io_fan.png
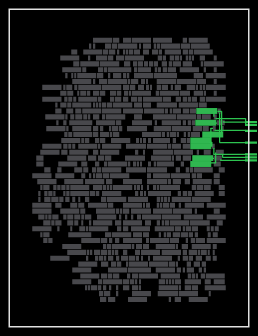
logic_types.png
Bar = 20 um.
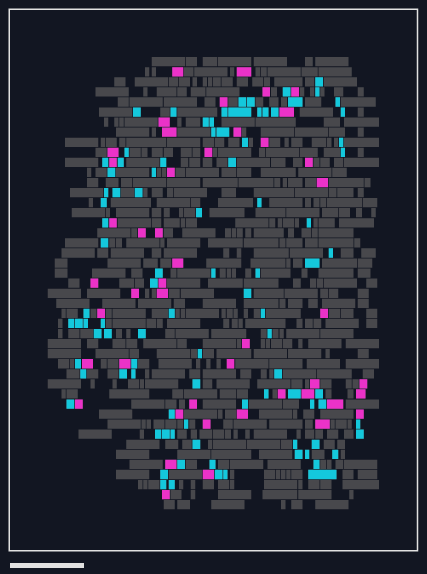
cell_density.png
11 x 15 tiles, from black (low) to pale yellow (high), 0 to 100% covered.
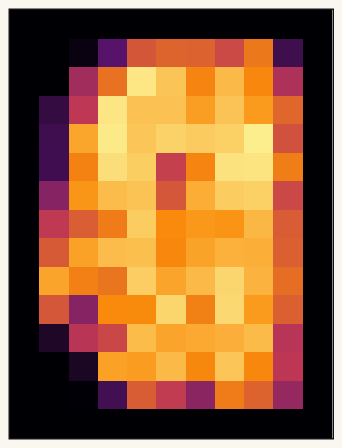
File: src/rtl/seg_scan_scheduler.sv
// Four-digit seven-segment scanner with debounced per-digit load buttons.
// Button presses queue load requests serviced lowest index first, independent of the scan.
module seg_scan_scheduler #(
   parameter int unsigned DEBOUNCE_CYCLES = 50000,
   parameter int unsigned DWELL_CYCLES    = 65536,
   parameter int unsigned BLANK_CYCLES    = 256
) (
   input  logic       clk,
   input  logic       rst_n,
   input  logic [3:0] switches,
   input  logic [3:0] pushbtns,
   output logic [3:0] led,
   output logic [6:0] seg,
   output logic [3:0] an,
   output logic       load_pulse,
   output logic [1:0] load_idx
);

   localparam int unsigned DBW = $clog2(DEBOUNCE_CYCLES + 1);
   localparam int unsigned CMAX = (DWELL_CYCLES > BLANK_CYCLES) ? DWELL_CYCLES : BLANK_CYCLES;
   localparam int unsigned CW  = $clog2(CMAX + 1);

   typedef enum logic {ST_BLANK = 1'b0, ST_DRIVE = 1'b1} state_t;

   logic [3:0]     sync1, sync2, deb, pending;
   logic [DBW-1:0] db_cnt [4];
   logic [3:0]     digit  [4];
   logic [3:0]     accept_c, press_c, svc_mask_c;
   logic [1:0]     svc_idx_c;
   logic           svc_valid_c;

   state_t         state, state_nxt;
   logic [1:0]     k, k_nxt;
   logic [CW-1:0]  cnt, cnt_nxt;

   function automatic logic [6:0] decode(input logic [3:0] d);
      case (d)
         4'd0:    decode = 7'b1000000;
         4'd1:    decode = 7'b1111001;
         4'd2:    decode = 7'b0100100;
         4'd3:    decode = 7'b0110000;
         4'd4:    decode = 7'b0011001;
         4'd5:    decode = 7'b0010010;
         4'd6:    decode = 7'b0000010;
         4'd7:    decode = 7'b1111000;
         4'd8:    decode = 7'b0000000;
         4'd9:    decode = 7'b0010000;
         default: decode = 7'b1111111;
      endcase
   endfunction

   // Debounce acceptance and press (0->1) detection
   always_comb begin
      accept_c = '0;
      press_c  = '0;
      for (int i = 0; i < 4; i++) begin
         accept_c[i] = (sync2[i] != deb[i]) && (db_cnt[i] == DBW'(DEBOUNCE_CYCLES - 1));
         press_c[i]  = accept_c[i] & sync2[i];
      end
   end

   // Lowest-index pending request wins
   always_comb begin
      svc_mask_c  = '0;
      svc_idx_c   = '0;
      svc_valid_c = 1'b0;
      for (int i = 3; i >= 0; i--) begin
         if (pending[i]) begin
            svc_mask_c  = 4'(1 << i);
            svc_idx_c   = 2'(i);
            svc_valid_c = 1'b1;
         end
      end
   end

   always_ff @(posedge clk or negedge rst_n) begin
      if (!rst_n) begin
         sync1   <= '0;
         sync2   <= '0;
         deb     <= '0;
         pending <= '0;
         for (int i = 0; i < 4; i++) begin
            db_cnt[i] <= '0;
            digit[i]  <= 4'hF;
         end
         led        <= '0;
         load_pulse <= 1'b0;
         load_idx   <= '0;
      end else begin
         sync1 <= pushbtns;
         sync2 <= sync1;
         for (int i = 0; i < 4; i++) begin
            if (sync2[i] == deb[i]) begin
               db_cnt[i] <= '0;
            end else if (accept_c[i]) begin
               deb[i]    <= sync2[i];
               db_cnt[i] <= '0;
            end else begin
               db_cnt[i] <= db_cnt[i] + DBW'(1);
            end
         end
         pending <= (pending & ~svc_mask_c) | press_c;
         if (svc_valid_c) begin
            digit[svc_idx_c] <= (switches > 4'd9) ? 4'hF : switches;
         end
         led        <= (switches > 4'd9) ? 4'd0 : switches;
         load_pulse <= svc_valid_c;
         load_idx   <= svc_idx_c;
      end
   end

   // Scan FSM state register
   always_ff @(posedge clk or negedge rst_n) begin
      if (!rst_n) begin
         state <= ST_BLANK;
         k     <= '0;
         cnt   <= '0;
      end else begin
         state <= state_nxt;
         k     <= k_nxt;
         cnt   <= cnt_nxt;
      end
   end

   // Pointer advances on leaving DRIVE so reset's blank phase leads into digit 0
   always_comb begin
      state_nxt = state;
      k_nxt     = k;
      cnt_nxt   = cnt + CW'(1);
      case (state)
         ST_DRIVE: begin
            if (cnt == CW'(DWELL_CYCLES - 1)) begin
               cnt_nxt   = '0;
               k_nxt     = k + 2'd1;
               state_nxt = (BLANK_CYCLES == 0) ? ST_DRIVE : ST_BLANK;
            end
         end
         default: begin
            if ((BLANK_CYCLES == 0) || (cnt == CW'(BLANK_CYCLES - 1))) begin
               cnt_nxt   = '0;
               state_nxt = ST_DRIVE;
            end
         end
      endcase
   end

   // Display outputs trail the FSM by one cycle
   always_ff @(posedge clk or negedge rst_n) begin
      if (!rst_n) begin
         seg <= 7'b1111111;
         an  <= 4'b1111;
      end else if (state == ST_DRIVE) begin
         seg <= decode(digit[k]);
         an  <= ~(4'b1000 >> k);
      end else begin
         seg <= 7'b1111111;
         an  <= 4'b1111;
      end
   end

endmodule

File: config.mk
export PLATFORM = sky130hd
export DESIGN_NAME = seg_scan_scheduler
export DESIGN_NICKNAME = d
export VERILOG_FILES = /design/src/rtl/seg_scan_scheduler.sv
export SDC_FILE = /design/constraint.sdc
export NUM_CORES = 1
export LEC_CHECK = 0
export ABC_CLOCK_PERIOD_IN_PS = 2000
export CORE_ASPECT_RATIO = 1.4
export CORE_MARGIN = 10
export CORE_UTILIZATION = 54
export CTS_CLUSTER_SIZE = 30
export DETAILED_ROUTE_END_ITERATION = 8
export GPL_TIMING_DRIVEN = 0
export PLACE_DENSITY = 0.72
export SETUP_SLACK_MARGIN = 0.2
export SLEW_MARGIN = 20
export SYNTH_ARGS = -nofsm -noshare
export SYNTH_HDL_FRONTEND = slang
export SYNTH_SLANG_ARGS = --single-unit
File: constraint.sdc
create_clock -name clk -period 2 [get_ports clk]
set_input_delay 0.6 -clock clk [delete_from_list [all_inputs] [get_ports clk]]
set_output_delay 0.6 -clock clk [all_outputs]
set_load 0.02 [all_outputs]
==> impl_metrics.ini <==
; synthesis and place-and-route metrics
[final_timing]
drv_slew = 0
min_period_ns = 2.017
setup_violations = 12
hold_ws_ns = 0.08846
finClkSkew_ns = 0.01090
rsz0062_at_grt = yes
fin_setup_tns_ns = -0.1455
finalHoldViolations = 0
setup_slack_ns = -0.01696

[finish]
nClkBuffers = 19
num-fill-cells = 761
clock_area_frac = 0.09344
sh_seq_area = 0.4410
drive_gt1_frac = 0.2573
largest_class = registers
logic_gates = 395
final_cells = 794
flops = 134
finalInstanceArea_um2 = 7686
buffers = 78

[power]
leakage_nw = 3.395

[setup_path]
path_buffers = 2
r2r-end = cnt[11]$_DFF_PN0_
startpoint = cnt[8]$_DFF_PN0_
regToRegStartpoint = cnt[8]$_DFF_PN0_
critPathTopFamily = simple AND/OR/NAND/NOR gates
cp_slowest_cell = or3_4
path_cells = and4_4, nand4_1, or3_4, inv_4, ha_4, nand2_4, o31ai_4, buf_6, nor2_1
required_ns = 2.30
cp.arrival_ns = 2.32
r2r_cells = 9
cp.depth = 9
worst_setup_path_end_kind = flip-flop
critPathMaxFanout = 8
timing.critical_path.to = cnt[11]$_DFF_PN0_

[route]
ant_nets = 0
met2WireLength_um = 6593
num_vias = 4415
via_per_inst = 5.560
routed_wl_um = 12500
wire_per_inst_um = 15.74
wl_met1_um = 5231

[clocking]
numCtsBuffers = 17
cts.clk_slew.worst_paths_ns = 0.06
h-tree-depth = 4
cts_resized = 65
clock_path_buffers = 2
clock-root-buffer = clkbuf_16

[synth]
ys.flop_type = dfrtp_1
top_cells_by_area = dfrtp_1, dfstp_2, xor2_1
synth_warnings = 0
synthesis.instances = 566
yosys.area.top_type = dfrtp_1
yosys-stat-cells = 566
simple_gate_share = 0.2147
xor_share = 0.09312
ys_seq_frac = 0.5540
numSynthFlops = 134
synthesis.area_um2 = 6113
edf_count = 0
synth.top_cell.area_share = 0.4380
ys_sh_mux = 0.02927
common_cells = dfrtp_1, nor2_1, xor2_1
syn_nets = 592
synth.distinct_cells = 44

[floorplanning]
dieArea_um2 = 16040
die_x_um = 109.9
dieHeight_um = 145.9
io_pins = 28
fp_util = 0.5568
core_um2 = 10980

[placed_design]
dp_slack_ns = -0.2123
placed_cell_area_um2 = 6600
gp_congestion = 0.7984

[flow_run]
drv_cap = 0
warning_count = 37

[status]
violations = setup timing
outcome = finished, violations left

[global_routing]
top_usage_layer = met2
grt_pass1_vias = 4438
grt.met3_usage = 0.04117
grt_start_max_net_pins = 84
Back to the opening pictures, io_fan.png:
Key: green = seg [bits 7, direction output, edge right, end cells 7, buffers 7, wire 149 um]

Back to the opening pictures, logic_types.png:
Key: magenta = AND and OR gates [cells 46]; cyan = NAND gates [cells 93]

Back to the opening pictures, cell_density.png:
The fullest tile reaches 96%. 32% of the tiles are nearly empty. The densest ninth of the die: centre. The emptiest ninth of the die: lower left. 33% of the tiles are over 75% full.

-- sequential cells by signal, indices dropped and copies added, names as in the netlist --
signal,count
an,4
cnt,17
db_cnt,64
deb,4
digit,16
k,2
led,4
load_idx,2
load_pulse,1
pending,4
seg,7
state,1
sync1,4
sync2,4
-- placed cells by master, fill, tap and decap left out, types with 22 or more instances in the layout --
master and count:
nand4_1 24, nand2_1 30, dfstp_2 27, a21oi_1 22, nor2_1 76, xor2_1 48
dfrtp_1 105, nand3_1 25, buf_4 26
-- power breakdown --
group | internal, mW | total, mW | switching, mW
registers | 2.75 | 2.77 | 0.0248
clock network | 2.62 | 3.77 | 1.14
logic | 0.0644 | 0.177 | 0.113
total | 5.44 | 6.72 | 1.28
Power and IR drop assume default switching activity.
